==> images/congestion.png <==
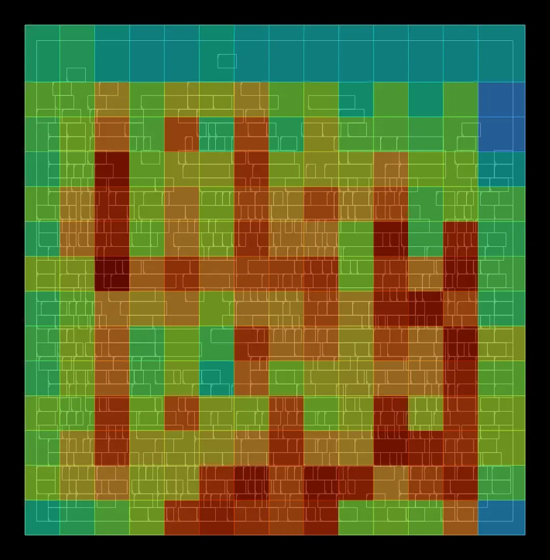
==> images/io_placement.png <==
Scale: 4 px per µm. Pins as bars across the die edge, other pins in grey.
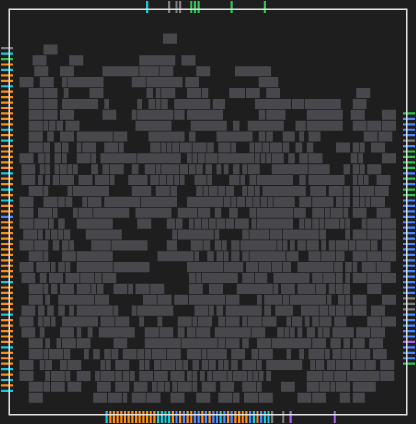
==> images/metal_density.png <==
Scale: 4 px per µm. The die is cut into 20 by 20 equal tiles; dark blue is low, red is high, scaled to the fullest tile. Values are wire area over tile area, all layers added.
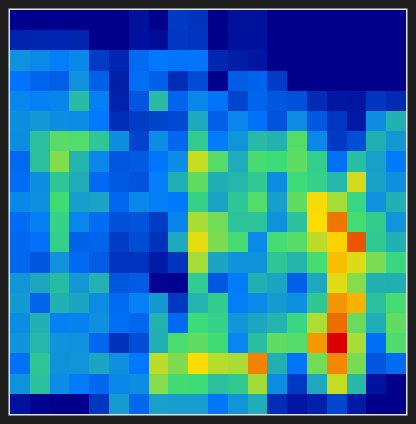
<file path="config.mk">
export PLATFORM = sky130hd
export DESIGN_NAME = fb_write_arbiter
export DESIGN_NICKNAME = d
export VERILOG_FILES = /design/src/rtl/fb_arb_pkg.sv /design/src/rtl/rr_arbiter.sv /design/src/rtl/fb_write_arbiter.sv
export SDC_FILE = /design/constraint.sdc
export NUM_CORES = 1
export LEC_CHECK = 0
export CAP_MARGIN = 20
export CORE_AREA = 2 2 97 99
export CTS_CLUSTER_DIAMETER = 50
export DETAILED_ROUTE_END_ITERATION = 16
export DIE_AREA = 0 0 99 101
export PLACE_DENSITY = 0.95
export SLEW_MARGIN = 20
export SYNTH_ARGS = -nofsm -noshare
export SYNTH_HDL_FRONTEND = slang
export SYNTH_SLANG_ARGS = --single-unit
</file>
<file path="constraint.sdc">
create_clock -name clk -period 8.38 [get_ports clk]
set_input_delay 0.838 -clock clk [delete_from_list [all_inputs] [get_ports clk]]
set_output_delay 0.838 -clock clk [all_outputs]
set_load 0.03 [all_outputs]
</file>
<file path="src/rtl/fb_arb_pkg.sv">
// rtl/fb_arb_pkg.sv - shared defaults and state encoding for fb_write_arbiter
//
// Purpose: framebuffer geometry defaults, clear colour and the arbiter FSM
//          state encoding, imported by fb_write_arbiter and rr_arbiter.
// Ports:   none (package).
package fb_arb_pkg;

  localparam int          DEF_ADDR_W      = 15;
  localparam int          DEF_DATA_W      = 24;
  localparam int          DEF_FB_DEPTH    = 19200;  // 160x120
  localparam logic [23:0] DEF_CLEAR_COLOR = 24'h000000;

  typedef enum logic {
    ARB   = 1'b0,
    CLEAR = 1'b1
  } arb_state_t;

endpackage

</file>
<file path="src/rtl/rr_arbiter.sv">
// rtl/rr_arbiter.sv - combinational round-robin grant selection
//
// Purpose: picks the lowest-index valid requester at or above the pointer,
//          wrapping around; purely combinational.
// Ports:
//   valid  in   NUM_REQ  request vector
//   ptr    in   PTR_W    round-robin start index
//   grant  out  NUM_REQ  one-hot grant, zero when nothing is valid
//   idx    out  PTR_W    index of the granted requester (0 when none)
module rr_arbiter
  import fb_arb_pkg::*;
#(
  parameter int NUM_REQ = 3,
  parameter int PTR_W   = (NUM_REQ > 1) ? $clog2(NUM_REQ) : 1
) (
  input  logic [NUM_REQ-1:0] valid,
  input  logic [PTR_W-1:0]   ptr,
  output logic [NUM_REQ-1:0] grant,
  output logic [PTR_W-1:0]   idx
);

  int               j;
  logic [PTR_W-1:0] jj;

  // Walk offsets from farthest to nearest so the closest valid requester
  // (in wrapped order from ptr) is the last one written and therefore wins.
  always_comb begin
    grant = '0;
    idx   = '0;
    j     = 0;
    jj    = '0;
    for (int k = NUM_REQ - 1; k >= 0; k--) begin
      j = int'(ptr) + k;
      if (j >= NUM_REQ) j = j - NUM_REQ;
      jj = PTR_W'(j);
      if (valid[jj]) begin
        grant     = '0;
        grant[jj] = 1'b1;
        idx       = jj;
      end
    end
  end

endmodule

</file>
<file path="src/rtl/fb_write_arbiter.sv">
// rtl/fb_write_arbiter.sv - round-robin framebuffer write arbiter with clear sweep
//
// Purpose: shares one framebuffer write port among NUM_REQ pixel producers
//          using valid/ready handshakes and round-robin priority; on request
//          performs a full-screen clear sweep starting at a frame_done edge.
// Ports:
//   clk, rst      clock, asynchronous active-high reset
//   frame_done    end-of-frame pulse
//   clear_req     clear-screen request pulse (taken at next frame_done)
//   req_valid     per-requester write request
//   req_ready     per-requester accept (one-hot or zero)
//   req_addr      packed addresses, requester i at [i*ADDR_W +: ADDR_W]
//   req_data      packed pixel data, requester i at [i*DATA_W +: DATA_W]
//   fb_addr/fb_data/fb_we  registered framebuffer write port
//   clearing      high while the clear sweep FSM state is active
//   oob_err       sticky out-of-range accepted address flag
//   stat_writes   (FB_ARB_STATS_EN only) per-requester 16-bit write counts
//                 snapshotted at frame_done
// Build option: define FB_ARB_STATS_EN to add the stat_writes counters.
module fb_write_arbiter
  import fb_arb_pkg::*;
#(
  parameter int                 NUM_REQ     = 3,
  parameter int                 ADDR_W      = DEF_ADDR_W,
  parameter int                 DATA_W      = DEF_DATA_W,
  parameter int                 FB_DEPTH    = DEF_FB_DEPTH,
  parameter logic [DATA_W-1:0]  CLEAR_COLOR = DATA_W'(DEF_CLEAR_COLOR)
) (
  input  logic                        clk,
  input  logic                        rst,
  input  logic                        frame_done,
  input  logic                        clear_req,
  input  logic [NUM_REQ-1:0]          req_valid,
  output logic [NUM_REQ-1:0]          req_ready,
  input  logic [NUM_REQ*ADDR_W-1:0]   req_addr,
  input  logic [NUM_REQ*DATA_W-1:0]   req_data,
  output logic [ADDR_W-1:0]           fb_addr,
  output logic [DATA_W-1:0]           fb_data,
  output logic                        fb_we,
  output logic                        clearing,
  output logic                        oob_err
`ifdef FB_ARB_STATS_EN
  ,
  output logic [NUM_REQ*16-1:0]       stat_writes
`endif
);

  localparam int                PTR_W     = (NUM_REQ > 1) ? $clog2(NUM_REQ) : 1;
  localparam logic [ADDR_W-1:0] LAST_ADDR = ADDR_W'(FB_DEPTH - 1);
  localparam logic [PTR_W-1:0]  LAST_IDX  = PTR_W'(NUM_REQ - 1);

  arb_state_t          state, state_next;
  logic [PTR_W-1:0]    ptr, ptr_next;
  logic                clear_pending, pend_next;
  logic [ADDR_W-1:0]   cnt, cnt_next;
  logic                we_next, oob_next;
  logic [ADDR_W-1:0]   addr_next;
  logic [DATA_W-1:0]   data_next;

  logic [NUM_REQ-1:0]  grant;
  logic [PTR_W-1:0]    gidx;
  logic                xfer;
  logic                start_clear;
  logic [ADDR_W-1:0]   sel_addr;
  logic [DATA_W-1:0]   sel_data;

  rr_arbiter #(
    .NUM_REQ (NUM_REQ),
    .PTR_W   (PTR_W)
  ) u_rr (
    .valid (req_valid),
    .ptr   (ptr),
    .grant (grant),
    .idx   (gidx)
  );

  // Ready is forced low during reset so no producer sees a phantom accept.
  assign req_ready   = (state == ARB && !rst) ? grant : '0;
  assign xfer        = |(req_valid & req_ready);
  assign start_clear = frame_done & (clear_pending | clear_req);
  assign clearing    = (state == CLEAR);
  assign sel_addr    = req_addr[gidx*ADDR_W +: ADDR_W];
  assign sel_data    = req_data[gidx*DATA_W +: DATA_W];

  always_ff @(posedge clk or posedge rst) begin
    if (rst) begin
      state         <= ARB;
      ptr           <= '0;
      clear_pending <= 1'b0;
      cnt           <= '0;
      fb_we         <= 1'b0;
      fb_addr       <= '0;
      fb_data       <= '0;
      oob_err       <= 1'b0;
    end else begin
      state         <= state_next;
      ptr           <= ptr_next;
      clear_pending <= pend_next;
      cnt           <= cnt_next;
      fb_we         <= we_next;
      fb_addr       <= addr_next;
      fb_data       <= data_next;
      oob_err       <= oob_next;
    end
  end

  always_comb begin
    state_next = state;
    ptr_next   = ptr;
    pend_next  = clear_pending;
    cnt_next   = cnt;
    we_next    = 1'b0;
    addr_next  = fb_addr;
    data_next  = fb_data;
    oob_next   = oob_err;
    case (state)
      ARB: begin
        if (xfer) begin
          ptr_next = (gidx == LAST_IDX) ? '0 : gidx + PTR_W'(1);
          // Out-of-range writes are accepted but dropped, and flagged.
          if (sel_addr > LAST_ADDR) begin
            oob_next = 1'b1;
          end else begin
            we_next   = 1'b1;
            addr_next = sel_addr;
            data_next = sel_data;
          end
        end
        if (start_clear) begin
          state_next = CLEAR;
          cnt_next   = '0;
          pend_next  = 1'b0;
        end else if (clear_req) begin
          pend_next = 1'b1;
        end
      end
      CLEAR: begin
        we_next   = 1'b1;
        addr_next = cnt;
        data_next = CLEAR_COLOR;
        // A request during the sweep is held for the next frame boundary.
        if (clear_req) pend_next = 1'b1;
        if (cnt == LAST_ADDR) begin
          state_next = ARB;
          cnt_next   = '0;
        end else begin
          cnt_next = cnt + ADDR_W'(1);
        end
      end
      default: state_next = ARB;
    endcase
  end

`ifdef FB_ARB_STATS_EN
  logic [15:0] live_cnt [NUM_REQ];

  always_ff @(posedge clk or posedge rst) begin
    if (rst) begin
      stat_writes <= '0;
      for (int i = 0; i < NUM_REQ; i++) live_cnt[i] <= '0;
    end else if (frame_done) begin
      for (int i = 0; i < NUM_REQ; i++) begin
        stat_writes[i*16 +: 16] <= live_cnt[i];
        live_cnt[i]             <= '0;
      end
    end else if (xfer && live_cnt[gidx] != 16'hFFFF) begin
      live_cnt[gidx] <= live_cnt[gidx] + 16'd1;
    end
  end
`else
  // Statistics counters are not built in this configuration.
`endif

endmodule

</file>
==> results.yml <==
# flow metrics
run_status:
  status: "completed"
global_routing:
  grt.busiest_layer: "met2"
  grt_pass1_vias: 4593
  grt_first_pass_wirelength_um: 21600
  gr-total-overflow: 0
clock_tree:
  cts_tree: "done"
  tritoncts.num_buffers: 9
  clock.latency.late_pin_ns: 0.33
  cts_root_buffer: "sky130_fd_sc_hd__clkbuf_8"
  ctsHoldBuffers: 0
  clock_net_sink_count: 60
min_path:
  min_delay_path_depth: 1
  hold_end: "cnt[14]$_DFFE_PP0P_"
  hold_path_class: "reg2reg"
  min-delay-start: "cnt[14]$_DFFE_PP0P_"
detailed_routing:
  post-route-drc-count: 0
  antenna_left: 0
  drtIter0Drc: 328
  top_sig_layer: "met4"
synth:
  edf_count: 0
  synth.yosys.chip_area_um2: 4090
  synth.distinct_cells: 64
  share_of_synthesized_cell_area_in_full_adder_half_adder_and_majority_cells: 0.0153
  avgSynthCellArea_um2: 8.25
  topCellsByArea: "sky130_fd_sc_hd__dfrtp_1, sky130_fd_sc_hd__nand2_1, sky130_fd_sc_hd__a21oi_1"
  postSynthCellCount: 495
  yosys_register_bits: 60
  yosysTopAreaCell: "sky130_fd_sc_hd__dfrtp_1"
  top_cell_area_share: 0.368
  syn_area_um2: 4090
  synth_nets: 624
  yosysWarnings: 0
  simple_gate_area_frac: 0.201
final_layout:
  final_area_um2: 5900
  synthToLayoutAreaGrowth_pct: 44.4
  commonest_cells_after_routing_fill_and_taps_aside: "sky130_fd_sc_hd__clkdlybuf4s50_1, sky130_fd_sc_hd__nand2_1, sky130_fd_sc_hd__a21oi_1"
  antenna_cells: 0
  final_layout_size_suffix_gt1_frac: 0.0849
  final_common_cell: "sky130_fd_sc_hd__clkdlybuf4s50_1"
  layoutNonFillerInstCount: 759
  finalNetCount: 772
  filler_cell_count: 694
timing:
  least_setup_slack_across_all_paths_after_layout_ns: 3.78
  setup_viol: 0
  hold_slack_ns: 0.505
  finClkSkew_ns: 0.00883
  final-max-slew-violation-count: 0
  worst_pin_slew_ns: 1.05
  hold_viol: 0
power_and_ir_drop:
  power.internal_w: 0.000567
  pwr-share-clk: 0.357
  share_seq_of_total_power: 0.365
  power.switching_w: 0.000234
  power.combinational.fraction: 0.278
  power_switching_share: 0.292
floorplan:
  io_pins: 169
  rows: 35
  design.core.area_um2: 8980
worst_setup_path:
  crit-reg2reg-capture: "fb_addr[12]$_DFFE_PP0P_"
  worst_path_largest_cell_delay_ns: 0.83
  critical_path_class: "in2reg"
  worstReg2RegStart: "ptr[1]$_DFFE_PP0P_"
  worst-path-stages: 9
  critPathMaxFanout: 41
  setup.worst_path.end: "fb_addr[12]$_DFFE_PP0P_"
flow_run:
  openroad.warnings: 29
place:
  globalplace.congestion: 0.911
## Picture notes: congestion.png
combined global-route utilization of all metal layers: 0.271
average wire per standard cell: 17.5 µm
final core area utilization: 0.657
fraction of met2 tracks used by global routing: 0.472
M1 GR Usage: 0.296

## Picture notes: io_placement.png
legend:
  cyan:
    port: fb_data
    pins: 24
    direction: output
    edge: 14 left, 9 bottom, 1 top
  orange:
    port: req_data
    pins: 72
    direction: input
    edge: 47 left, 25 bottom
  purple:
    port: req_valid
    pins: 3
    direction: input
    edge: 2 bottom, 1 right
  green:
    port: fb_addr
    pins: 15
    direction: output
    edge: 9 right, 5 top, 1 left
  blue:
    port: req_addr
    pins: 45
    direction: input
    edge: 33 right, 11 bottom, 1 left
chip height: 101 µm
width of the die: 99 µm

## Picture notes: metal_density.png
nearly empty tiles: 12%
emptiest ninth of the die: upper right
fullest tile: 0.77
densest ninth of the die: middle right
mean over tiles: 0.23
tiles over half the peak: 17%
via count: 4,433
post-detailed-routing wire length: 13,300 µm

-- cell type report --
class                           count  area [µm²]  area share
Clock buffer                       11         141      0.0240
Tap cell                          111         139      0.0235
Clock inverter                      5        75.1      0.0127
Inverter                            9        33.8     0.00573
Multi-Input combinational cell    391        2300       0.389
Timing Repair Buffer              172        1710       0.290
Sequential cell                    60        1500       0.255
-- Yosys cell counts, types with 4 or more instances --
library cell,n
sky130_fd_sc_hd__ha_1,5
sky130_fd_sc_hd__buf_6,8
sky130_fd_sc_hd__clkbuf_8,5
sky130_fd_sc_hd__clkbuf_1,18
sky130_fd_sc_hd__nor2_1,19
sky130_fd_sc_hd__nand2_1,125
sky130_fd_sc_hd__nand3_1,13
sky130_fd_sc_hd__a31o_2,11
sky130_fd_sc_hd__o21ai_1,9
sky130_fd_sc_hd__o21ai_0,27
sky130_fd_sc_hd__a31oi_1,6
sky130_fd_sc_hd__xor2_1,4
sky130_fd_sc_hd__a21oi_1,75
sky130_fd_sc_hd__a21o_2,4
sky130_fd_sc_hd__mux2i_1,28
sky130_fd_sc_hd__nand2b_1,4
sky130_fd_sc_hd__and3_1,6
sky130_fd_sc_hd__inv_1,9
sky130_fd_sc_hd__dfrtp_1,60
-- power groups by stage --
| stage | combinational (W) | sequential (W) | clock [W] |
|---|---|---|---|
| global placement | 0.000207 | 0.000297 | 0 |
| CTS | 0.000219 | 0.000292 | 0.000291 |
| global route | 0.000240 | 0.000292 | 0.000308 |
| floorplan | 0.000135 | 0.000298 | 0 |
| detailed placement | 0.000217 | 0.000297 | 0 |
| finish | 0.000222 | 0.000292 | 0.000286 |
-- registers in the layout, indices dropped and copies added, names as in the netlist --
signal,flops
oob_err,1
fb_addr,15
fb_data,24
cnt,15
ptr,2
fb_we,1
clearing,1
clear_pending,1
Power and IR drop assume default switching activity.
